<file path="config.mk">
export PLATFORM = sky130hd
export DESIGN_NAME = buffer_sched_flat
export DESIGN_NICKNAME = d
export VERILOG_FILES = /design/src/rtl/buffer_sched_if.sv /design/src/rtl/buffer_sched.sv /design/src/flat_wrapper.sv
export SDC_FILE = /design/constraint.sdc
export NUM_CORES = 1
export LEC_CHECK = 0
export ABC_AREA = 1
export CAP_MARGIN = 40
export CORE_MARGIN = 2
export CORE_UTILIZATION = 54
export DETAILED_ROUTE_END_ITERATION = 10
export GPL_TIMING_DRIVEN = 0
export PLACE_DENSITY = 0.87
export SLEW_MARGIN = 20
export SYNTH_ARGS = -nofsm -noshare
export SYNTH_HDL_FRONTEND = slang
export SYNTH_SLANG_ARGS = --single-unit
</file>
<file path="constraint.sdc">
create_clock -name clk -period 1.8 [get_ports clk]
set_input_delay 0.18 -clock clk [delete_from_list [all_inputs] [get_ports clk]]
set_output_delay 0.18 -clock clk [all_outputs]
set_load 0.005 [all_outputs]
</file>
<file path="src/rtl/buffer_sched_if.sv">
// Handshake and buffer-control bundle between buffer_sched and its
// loader / input buffer / PE-array neighbours.
interface buffer_sched_if #(
   parameter int OUT_NUM_OF_SET = 2
);
   logic                      in_valid;
   logic                      in_ready;
   logic                      buf_wen;
   logic                      buf_clr;
   logic                      buf_full;
   logic [OUT_NUM_OF_SET-1:0] buf_valid;
   logic                      pe_valid;
   logic                      pe_ready;

   modport master (
      input  in_valid,
      input  buf_full,
      input  buf_valid,
      input  pe_ready,
      output in_ready,
      output buf_wen,
      output buf_clr,
      output pe_valid
   );

   modport slave (
      output in_valid,
      output buf_full,
      output buf_valid,
      output pe_ready,
      input  in_ready,
      input  buf_wen,
      input  buf_clr,
      input  pe_valid
   );
endinterface

</file>
<file path="src/rtl/buffer_sched.sv">
// Fill/drain sequencer for one PE-array input buffer: gates loader
// writes into the buffer, drains it to the PEs, clears, repeats.
module buffer_sched #(
   parameter int OUT_NUM_OF_SET = 2,
   parameter int DRAIN_BEATS    = 4,
   parameter int CNT_W          = 16
) (
   input  logic             clk,
   input  logic             rst,
   input  logic             start,
   input  logic [CNT_W-1:0] cfg_num_writes,
   buffer_sched_if.master   bus,
   output logic             busy,
   output logic             done,
   output logic [CNT_W-1:0] writes_left,
   output logic [CNT_W-1:0] pass_cnt
);

   typedef enum logic [2:0] {
      IDLE,
      CLEAR,
      FILL,
      DRAIN,
      DONE
   } state_t;

   state_t                    state;
   logic [CNT_W-1:0]          drain_cnt;
   logic [OUT_NUM_OF_SET-1:0] sets;
   logic                      in_fill;
   logic                      in_drain;
   logic                      hs;
   logic                      last_beat;
   logic                      last_write;
   logic                      wl_zero;
   logic                      clr_q;

   assign sets     = bus.buf_valid;
   assign in_fill  = (state == FILL);
   assign in_drain = (state == DRAIN);
   assign wl_zero  = (writes_left == '0);

   assign bus.in_ready = in_fill & ~bus.buf_full & ~wl_zero;
   assign bus.buf_wen  = bus.in_valid & bus.in_ready;
   assign bus.pe_valid = in_drain & (&sets);
   assign bus.buf_clr  = clr_q;

   assign hs         = bus.pe_valid & bus.pe_ready;
   assign last_beat  = hs & (drain_cnt == CNT_W'(DRAIN_BEATS - 1));
   assign last_write = bus.buf_wen & (writes_left == CNT_W'(1));

   always_ff @(posedge clk or negedge rst) begin
      if (!rst) begin
         state       <= IDLE;
         writes_left <= '0;
         pass_cnt    <= '0;
         drain_cnt   <= '0;
         busy        <= 1'b0;
         done        <= 1'b0;
         clr_q       <= 1'b0;
      end else begin
         clr_q <= 1'b0;
         done  <= 1'b0;
         unique case (state)
            IDLE: begin
               if (start) begin
                  writes_left <= cfg_num_writes;
                  pass_cnt    <= '0;
                  busy        <= 1'b1;
                  if (cfg_num_writes == '0) begin
                     state <= DONE;
                     done  <= 1'b1;
                  end else begin
                     state <= CLEAR;
                     clr_q <= 1'b1;
                  end
               end
            end
            CLEAR: begin
               drain_cnt <= '0;
               state     <= FILL;
            end
            FILL: begin
               if (bus.buf_wen) begin
                  writes_left <= writes_left - CNT_W'(1);
               end
               if (bus.buf_full || wl_zero || last_write) begin
                  state <= DRAIN;
               end
            end
            DRAIN: begin
               if (last_beat) begin
                  drain_cnt <= '0;
                  pass_cnt  <= pass_cnt + CNT_W'(1);
                  if (!wl_zero) begin
                     state <= CLEAR;
                     clr_q <= 1'b1;
                  end else begin
                     state <= DONE;
                     done  <= 1'b1;
                  end
               end else if (hs) begin
                  drain_cnt <= drain_cnt + CNT_W'(1);
               end
            end
            DONE: begin
               state <= IDLE;
               busy  <= 1'b0;
            end
            default: begin
               state <= IDLE;
               busy  <= 1'b0;
            end
         endcase
      end
   end

endmodule

</file>
<file path="src/flat_wrapper.sv">
// flat-port wrapper written by rule: the top's interface ports become plain ports
module buffer_sched_flat 
#(
   parameter int OUT_NUM_OF_SET = 2,
   parameter int DRAIN_BEATS    = 4,
   parameter int CNT_W          = 16
)
  (clk, rst, start, cfg_num_writes, busy, done, writes_left, pass_cnt, bus_in_valid, bus_buf_full, bus_buf_valid, bus_pe_ready, bus_in_ready, bus_buf_wen, bus_buf_clr, bus_pe_valid);
  buffer_sched_if #(.OUT_NUM_OF_SET(OUT_NUM_OF_SET)) bus_i ();
  input  logic clk;
  input  logic rst;
  input  logic start;
  input  logic [CNT_W-1:0] cfg_num_writes;
  output logic busy;
  output logic done;
  output logic [CNT_W-1:0] writes_left;
  output logic [CNT_W-1:0] pass_cnt;
  input wire logic [$bits(bus_i.in_valid)-1:0] bus_in_valid;
  input wire logic [$bits(bus_i.buf_full)-1:0] bus_buf_full;
  input wire logic [$bits(bus_i.buf_valid)-1:0] bus_buf_valid;
  input wire logic [$bits(bus_i.pe_ready)-1:0] bus_pe_ready;
  output wire logic [$bits(bus_i.in_ready)-1:0] bus_in_ready;
  output wire logic [$bits(bus_i.buf_wen)-1:0] bus_buf_wen;
  output wire logic [$bits(bus_i.buf_clr)-1:0] bus_buf_clr;
  output wire logic [$bits(bus_i.pe_valid)-1:0] bus_pe_valid;
  assign bus_i.in_valid = bus_in_valid;
  assign bus_i.buf_full = bus_buf_full;
  assign bus_i.buf_valid = bus_buf_valid;
  assign bus_i.pe_ready = bus_pe_ready;
  assign bus_in_ready = bus_i.in_ready;
  assign bus_buf_wen = bus_i.buf_wen;
  assign bus_buf_clr = bus_i.buf_clr;
  assign bus_pe_valid = bus_i.pe_valid;
  buffer_sched #(.OUT_NUM_OF_SET(OUT_NUM_OF_SET), .DRAIN_BEATS(DRAIN_BEATS), .CNT_W(CNT_W)) u_core (.clk(clk), .rst(rst), .start(start), .cfg_num_writes(cfg_num_writes), .bus(bus_i), .busy(busy), .done(done), .writes_left(writes_left), .pass_cnt(pass_cnt));
endmodule
</file>
clocks.png
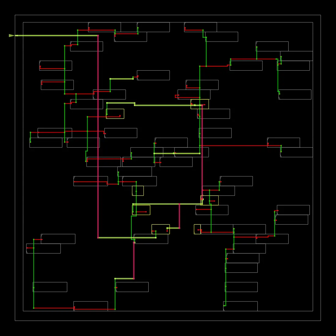
Flop Count: 54
layout clock buffer count: 5
final setup skew: 0.0211 ns

==> reports/metrics.yaml <==
start_kind: "register"
grt.total_usage_pct: 29.4
yosys_area_um2: 3670
cts_tree: "done"
synth_nets: 601
power.density_nw_per_um2: 1300
fill_cells: 524
r2r_slack_ns: 0.09
core_um2: 6680
detail_route.iter0.violations: 444
die_area_um2: 7460
grt_overflow: 0
htreeDepth: 2
syn_avg_cell_area_um2: 6.40
hpwl_mm: 7.16
max-vdd-ir-drop_mv: 0.883
setup_violations: 0
synthCells: 573
antenna_found_initial: 0
period_used_pct: 97.3
dr_total_vias: 4083
grt_max_degree: 55
p_leak_nw: 2.27
swShare_pct: 46.7
max_freq_ghz: 0.571
status: "complete, no violations"
drc: 0
p_total_mw: 6.22
ios: 62
ys_warn_count: 0
antennaDiodeCount: 0
synth_flops: 54
crit_type: "reg -> out"
clockRootBuffer: "clkbuf_8"
end_kind: "output pin"
row_count: 30
final_net_count: 694
yosysTopAreaCell: "dfrtp_1"
layout_top_cell: "nand2_1"
p_clk_share_pct: 11.2
pwr-share-comb_pct: 58.7
detail.png
Region (55, 55) to (75, 75) um. Cells in grey, sequential cells in the stronger grey; small squares are vias.
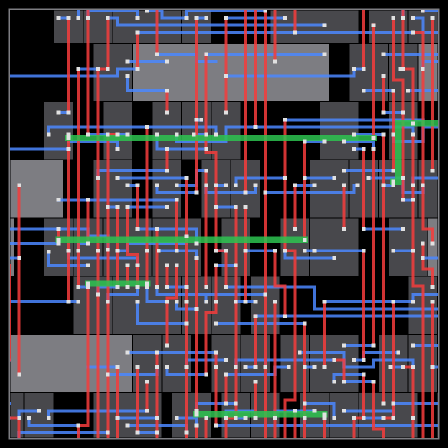
[blue] metal 1
[green] metal 3
[red] metal 2
most frequent: nand2_1 (21), nor2_1 (9), nand3_1 (7)
cells with their middle in the window: 57
netlist names of flops here include: u_core.pass_cnt (2)
sequential cells in the window: 2

## path summary, 6_finish.rpt
check | from | to | depth (start not counted)
max in group asynchronous | rst | u_core.writes_left[3]$_DFFE_PN0P_ | 2
max | u_core.writes_left[4]$_DFFE_PN0P_ | bus_in_ready | 8
min in group clk | cfg_num_writes[3] | u_core.writes_left[3]$_DFFE_PN0P_ | 5
min | rst | u_core.pass_cnt[10]$_DFFE_PN0P_ | 2
min reg2reg | u_core.busy$_DFFE_PN0P_ | u_core.busy$_DFFE_PN0P_ | 2
max reg2reg | u_core.writes_left[4]$_DFFE_PN0P_ | u_core.writes_left[4]$_DFFE_PN0P_ | 11
## logic make-up (layout without fill, tap and decap cells)
logic type                 after synthesis  in the layout  share of synthesized area, %
and+or+nand+nor                        400            400                          46.0
DFF                                     54             54                          36.9
buffers and inverters                   62            155                          7.13
AOI/OAI and AO/OA                       44             44                          6.45
adders and majority gates                4              4                          1.37
xor gates and xnor gates                 9              9                          2.15
## power by group through the flow
| stage | Combinational (mW) | Clock [mW] | Sequential (mW) |
|---|---|---|---|
| after detailed placement | 2.84 | 0 | 1.89 |
| after floorplan | 1.81 | 0 | 1.81 |
| final | 3.66 | 0.695 | 1.87 |
| after global placement | 2.75 | 0 | 1.88 |
| after CTS | 3.31 | 0.697 | 1.83 |
| after global routing | 4.01 | 0.742 | 1.90 |
## layout make-up
type | count | area [um^2] | area share (%)
Buffer | 10 | 63.8 | 1.33
Clock buffer | 5 | 68.8 | 1.43
Clock inverter | 2 | 13.8 | 0.286
Inverter | 51 | 191 | 3.98
Multi-Input combinational cell | 457 | 2200 | 45.8
Sequential cell | 54 | 1370 | 28.4
Tap cell | 80 | 100 | 2.08
Timing Repair Buffer | 87 | 802 | 16.7
## per-layer routing
metal / vias up / track usage [%] / part of all wire [%]
met2: 226 / 48.3 / 48
li1: 1994 / - / -
met5: - / 0 / 0
met4: 0 / 12.8 / 2.1
met1: 1841 / 37.8 / 41
met3: 22 / 5.52 / 8.3
## registers in the layout, summed over array words and instances (netlist names)
register,cells
u_core.bus.buf_clr,1
u_core.busy,1
u_core.drain_cnt,16
u_core.done,1
u_core.pass_cnt,16
u_core.writes_left,16
u_core.state,3
## worst max-delay path: stages, from the launching register on
cell and delay, ns:
dfrtp_2 0.45, nor2_4 0.16, nand2_2 0.12, nor2_4 0.11, nand2_2 0.06, buf_6 0.13
nand2_4 0.05, inv_2 0.05, buf_2 0.12
## stage by stage
stage                     instances  cell area [um^2]  utilization (%)  hold WS [ns]  worst slack (ns)
after floorplan                 573              3670                -        -0.116             0.167
after global placement          714              4380             65.5         0.494             -1.20
after detailed placement        714              4370             65.5         0.281            -0.266
after CTS                       740              4690             70.2         0.481          -0.00608
after global routing            746              4800             71.9         0.517           -0.0450
final                           746              4800             71.9         0.450            0.0480
## what timing repair did
action,CTS,global route
endpoints found under the hold margin,54,0
setup endpoints to repair,33,42
buffers inserted,18,7
hold buffers,1,0
resized,41,20
pin swaps,5,4
Power figures rest on the tool's default switching activity, not on a simulated workload.
